## config.mk

```make
export PLATFORM = sky130hd
export DESIGN_NAME = control_entrada_mult
export DESIGN_NICKNAME = d
export VERILOG_FILES = /design/src/rtl/entrada_pkg.sv /design/src/rtl/detector_flanco.sv /design/src/rtl/control_entrada_mult.sv
export SDC_FILE = /design/constraint.sdc
export NUM_CORES = 1
export LEC_CHECK = 0
export ABC_AREA = 1
export CAP_MARGIN = 20
export CELL_PAD_IN_SITES_DETAIL_PLACEMENT = 2
export CELL_PAD_IN_SITES_GLOBAL_PLACEMENT = 2
export CORE_MARGIN = 2
export CORE_UTILIZATION = 23
export DETAILED_ROUTE_END_ITERATION = 10
export PLACE_DENSITY_LB_ADDON = 0.05
export SYNTH_ARGS = -nofsm -noshare
export SYNTH_HDL_FRONTEND = slang
export SYNTH_SLANG_ARGS = --single-unit
```

## constraint.sdc

```tcl
create_clock -name clk -period 1.3 [get_ports clk]
set_input_delay 0.26 -clock clk [delete_from_list [all_inputs] [get_ports clk]]
set_output_delay 0.26 -clock clk [all_outputs]
set_load 0.01 [all_outputs]
```

## src/rtl/entrada_pkg.sv

```systemverilog
// Shared types and defaults for the input-sequencing block that feeds the
// sequential multiplier.
package entrada_pkg;

  localparam int ANCHO_OP_DEF = 8;
  localparam int TIMEOUT_DEF  = 1024;

  // State encoding is exposed on the estado port for LEDs/debug, so the
  // values are fixed explicitly.
  typedef enum logic [2:0] {
    IDLE    = 3'd0,
    CAPTURA = 3'd1,
    LANZAR  = 3'd2,
    ESPERA  = 3'd3,
    HECHO   = 3'd4,
    FALLA   = 3'd5
  } estado_t;

endpackage

```

## src/rtl/detector_flanco.sv

```systemverilog
// Rising-edge detector for an already-debounced level signal.
// The reset value of the history register is a parameter: resetting it to 1
// means a button held down through reset does not produce an edge.
module detector_flanco #(
  parameter logic PREV_RST = 1'b1
) (
  input  logic clk,
  input  logic reset,
  input  logic entrada,
  output logic flanco
);

  logic prev;

  // History register: last cycle's level of the input.
  always_ff @(posedge clk or negedge reset) begin
    if (!reset) prev <= PREV_RST;
    else        prev <= entrada;
  end

  assign flanco = entrada & ~prev;

endmodule

```

## src/rtl/control_entrada_mult.sv

```systemverilog
// Sequencer between the button debouncer and the sequential multiplier:
// captures both operands on a load edge, launches the multiplier, waits for
// completion under a timeout and holds the product for display.
// Optional build macro OPERANDO_CERO_EN: a zero operand skips the multiplier
// and reports a zero product directly from LANZAR.
module control_entrada_mult
  import entrada_pkg::*;
#(
  parameter int ANCHO_OP = ANCHO_OP_DEF,
  parameter int TIMEOUT  = TIMEOUT_DEF
) (
  input  logic                  clk,
  input  logic                  reset,
  input  logic [2*ANCHO_OP-1:0] deb_botones,
  input  logic                  btn_cargar,
  output logic                  deb_enable,
  output logic                  mult_start,
  input  logic                  mult_done,
  input  logic [2*ANCHO_OP-1:0] mult_producto,
  output logic [ANCHO_OP-1:0]   op_a,
  output logic [ANCHO_OP-1:0]   op_b,
  output logic [2*ANCHO_OP-1:0] resultado,
  output logic                  listo,
  output logic                  ocupado,
  output logic                  error,
  output logic [2:0]            estado
);

  localparam int            CW         = $clog2(TIMEOUT);
  localparam logic [CW-1:0] CUENTA_MAX = CW'(TIMEOUT - 1);

  estado_t       estado_q, estado_sig;
  logic [CW-1:0] cuenta;
  logic          carga_ev;
  logic          op_cero;

  detector_flanco #(.PREV_RST(1'b1)) u_flanco_carga (
    .clk    (clk),
    .reset  (reset),
    .entrada(btn_cargar),
    .flanco (carga_ev)
  );

`ifdef OPERANDO_CERO_EN
  assign op_cero = (op_a == '0) || (op_b == '0);
`else
  assign op_cero = 1'b0;
`endif

  // State register.
  always_ff @(posedge clk or negedge reset) begin
    // NOTE: sequential state is always written with <= so every flop samples
    // the pre-edge values, independent of block ordering.
    if (!reset) estado_q <= IDLE;
    else        estado_q <= estado_sig;
  end

  // Next-state logic; load edges outside IDLE/HECHO/FALLA are simply dropped.
  always_comb begin
    // NOTE: default first, so every path assigns estado_sig and no latch forms.
    estado_sig = estado_q;
    case (estado_q)
      IDLE:    if (carga_ev) estado_sig = CAPTURA;
      CAPTURA: estado_sig = LANZAR;
      LANZAR:  estado_sig = op_cero ? HECHO : ESPERA;
      ESPERA: begin
        // Completion wins over a timeout landing on the same cycle.
        if (mult_done)                estado_sig = HECHO;
        else if (cuenta == CUENTA_MAX) estado_sig = FALLA;
      end
      HECHO:   if (carga_ev) estado_sig = CAPTURA;
      FALLA:   if (carga_ev) estado_sig = CAPTURA;
      default: estado_sig = IDLE;
    endcase
  end

  // Moore output decode from the state register.
  always_comb begin
    deb_enable = (estado_q == IDLE) || (estado_q == HECHO) || (estado_q == FALLA);
    mult_start = (estado_q == LANZAR) && !op_cero;
    listo      = (estado_q == HECHO);
    ocupado    = (estado_q == CAPTURA) || (estado_q == LANZAR) || (estado_q == ESPERA);
    error      = (estado_q == FALLA);
    estado     = estado_q;
  end

  // Operand capture, timeout counter and product register.
  always_ff @(posedge clk or negedge reset) begin
    if (!reset) begin
      op_a      <= '0;
      op_b      <= '0;
      resultado <= '0;
      cuenta    <= '0;
    end else begin
      case (estado_q)
        CAPTURA: begin
          op_a <= deb_botones[ANCHO_OP-1:0];
          op_b <= deb_botones[2*ANCHO_OP-1:ANCHO_OP];
        end
        LANZAR: begin
          cuenta <= '0;
          if (op_cero) resultado <= '0;
        end
        ESPERA: begin
          if (mult_done)                resultado <= mult_producto;
          else if (cuenta != CUENTA_MAX) cuenta    <= cuenta + 1'b1;
        end
        default: ;
      endcase
    end
  end

endmodule

```

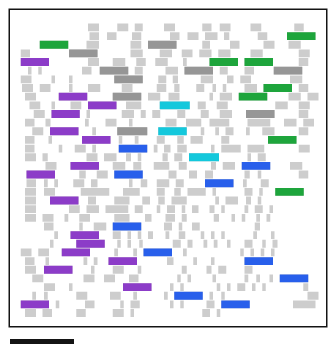
Fig. 1. Sequential cells grouped by signal name.
The bar under the picture is 20 um long.
color	netlist name	flops
green	op_a	8
purple	resultado	16
blue	cuenta	10
cyan	estado	3

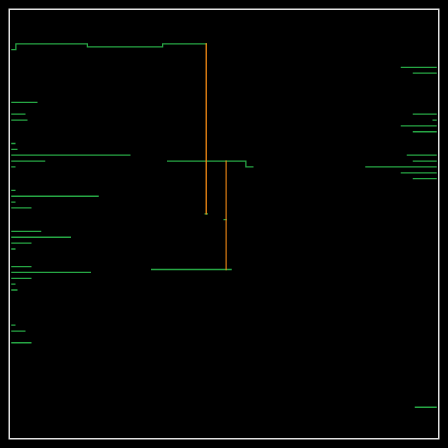
Fig. 2. Signal wires by layer.
Two of the layers only.
color	layer	wire length
green	metal 3	305 um
orange	metal 4	64.6 um
drt total wl: 7220 um
average wire per cell in the routed design: 15.6 um
overall track demand over capacity in global routing: 14.6%
Via Count: 2032

cells by family (layout without fill, tap and decap cells):
family | Yosys count | in the layout | synth area share, %
AND/OR/NAND/NOR | 131 | 131 | 27.4
flip-flops | 46 | 46 | 55.1
buffers and inverters | 24 | 151 | 5.69
multiplexers | 16 | 16 | 8.62
AND-OR/OR-AND | 10 | 10 | 2.51
adder cells (fa/ha/maj) | 1 | 1 | 0.599
power by group:
group | internal, mW | total (mW) | switching (mW) | leakage, nW
combinational | 2.17 | 4.07 | 1.90 | 1.11
sequential | 2.01 | 2.34 | 0.337 | 0.571
clock | 0.441 | 0.964 | 0.523 | 0.0489
through the flow:
stage | util [%] | setup TNS (ns) | instance area, um2 | hold slack [ns] | power (mW)
finish | 41.0 | -5.53 | 3590 | 0.382 | 7.38
global route | 41.0 | -9.83 | 3590 | 0.389 | 7.97
CTS | 38.5 | -5.10 | 3380 | 0.374 | 6.98
detailed placement | 36.5 | -8.32 | 3200 | 0.273 | 6.01
global placement | 36.5 | -5.68 | 3200 | 0.271 | 5.90
floorplan | - | 0 | 2090 | -0.0356 | 3.93
area by class of cell:
class / instances / area (um2) / share of cell area (%)
clock buffer: 7 / 86.3 / 2.40
clock inverter: 1 / 8.76 / 0.244
inverter: 17 / 72.6 / 2.02
multi-input combinational: 158 / 951 / 26.5
sequential: 46 / 1150 / 32.2
tap: 108 / 135 / 3.76
timing repair buffer: 126 / 1180 / 32.9
timing repair:
item,CTS,global route
hold buffers,1,0
endpoints found under the hold margin,45,0
gates cloned,0,1
pin swaps,5,17
buffers inserted,8,6
gates resized,95,37
endpoints found under the setup margin,85,54
registers in the layout (all words and copies together), names as in the netlist:
signal               flops
cuenta                  10
estado                   3
op_a                     8
op_b                     8
resultado               16
u_flanco_carga.prev      1
==> summary.txt <==
Main metrics from the flow reports.

The instance count along the most critical hold path is 1. The global-route met2 utilization is around 27%. The flow ran to the end, but the final reports show violations.

STA shows the worst reg2reg path with a cell count of 10. The synthesized netlist occupies a cell area of approximately 0.0021 mm2. The worst setup path is captured at a flip-flop.

The count of buffer and inverter cells on the critical path is 4. The number of antenna violations at the first check in global routing is 0. The logic depth of the worst setup path including buffers came out at 10. According to the floorplan log, the row count is 34. The dominant synthesized flop cell is sky130_fd_sc_hd__dfrtp_1.

OpenROAD reports that the post-layout worst path occupies 119% of the period. The post-route worst setup slack is -0.244 ns. Checking max transition, the worst relative margin is 79.6%.

The root buffer cell chosen for the clock tree is sky130_fd_sc_hd__clkbuf_8. VDD sags by at most 639 uV. The required time of the critical path came out at roughly 1.5 ns.

The checks that failed: setup timing. The top cell type's share of synthesized area is 53.9%. The post-detailed-route via-to-cell ratio is between 4 and 5. The transition at the pin with the smallest max-transition slack is about 0.31 ns. The register-to-register setup slack is -0.24 ns.

The number of fillers in the final layout is approximately 990. The worst hold path begins at btn_cargar. The insertion delay of the later-clocked pin in the worst-skew pair came out at 0.30 ns. The post-synthesis area per instance is 9.16 um2. The clock tree buffer depth is 2. The floorplan die area came out at just under 0.01 mm2. The longest individual stage delay on the worst path came out at 0.42 ns. STA classifies the critical path startpoint as a flip-flop. The count of unique library cells instantiated by Yosys is 21. The worst clock skew came out at between 0.004 and 0.005 ns. Sorting the synthesized cells by area gives the leading types as sky130_fd_sc_hd__dfrtp_1 54%, sky130_fd_sc_hd__nand2_1 14%, sky130_fd_sc_hd__mux2_2 8.6%. The layout overhead on the synthesized area is 71.9%.

The remaining global-route overflow is 0. The gate count of the mapped netlist is approximately 230. The total routed wire length on the met1 layer came out at 3090 um. The number of H-tree levels is 2. For reference, the critical path is captured by cuenta[2]. Cells with a size suffix above 1 make up 36.1% of the layout.

Ranking logic cells in the layout by count gives the top entries 73 x sky130_fd_sc_hd__nand2_1, 43 x sky130_fd_sc_hd__dfrtp_1, 36 x sky130_fd_sc_hd__buf_4. The count of TritonRoute iterations in the first routing pass came out at 4. The number of endpoints failing setup at the final stage is 36. For hold timing, the worst endpoint is u_flanco_carga.prev. The clock buffer count from CTS came out at 5. The number of antenna repair diodes is 0. The core area came out at 0.00876 mm2. Signal routing reaches up to met4. In this run the critical register-to-register path is launched from estado[2]. The post-synthesis chip area from yosys is roughly 0.0021 mm2. Logged for this run, the post-placement worst setup slack is -0.310 ns.

The total half-perimeter wirelength after legalization and detailed placement is 4840 um. Of the synthesized area, sequential elements account for between 50% and 60%. The post-synthesis sequential element count is 46.

TritonCTS built the clock tree. Setup repair after global routing could not meet its margin everywhere. In the detailed route, the total length drawn on met3 is 304 um. For reference, the most critical setup path is categorized as reg2reg.

The number of port buffers came out at approximately 75. The horizontal die size came out at 99.3 um. The shortest clock period the worst path allows after layout came out at between 1.5 and 2 ns. For this design the ratio of total power to cell area is between 2000 and 2500 mW/mm2.
No activity file was given, so power comes from the tool's default toggle rates.
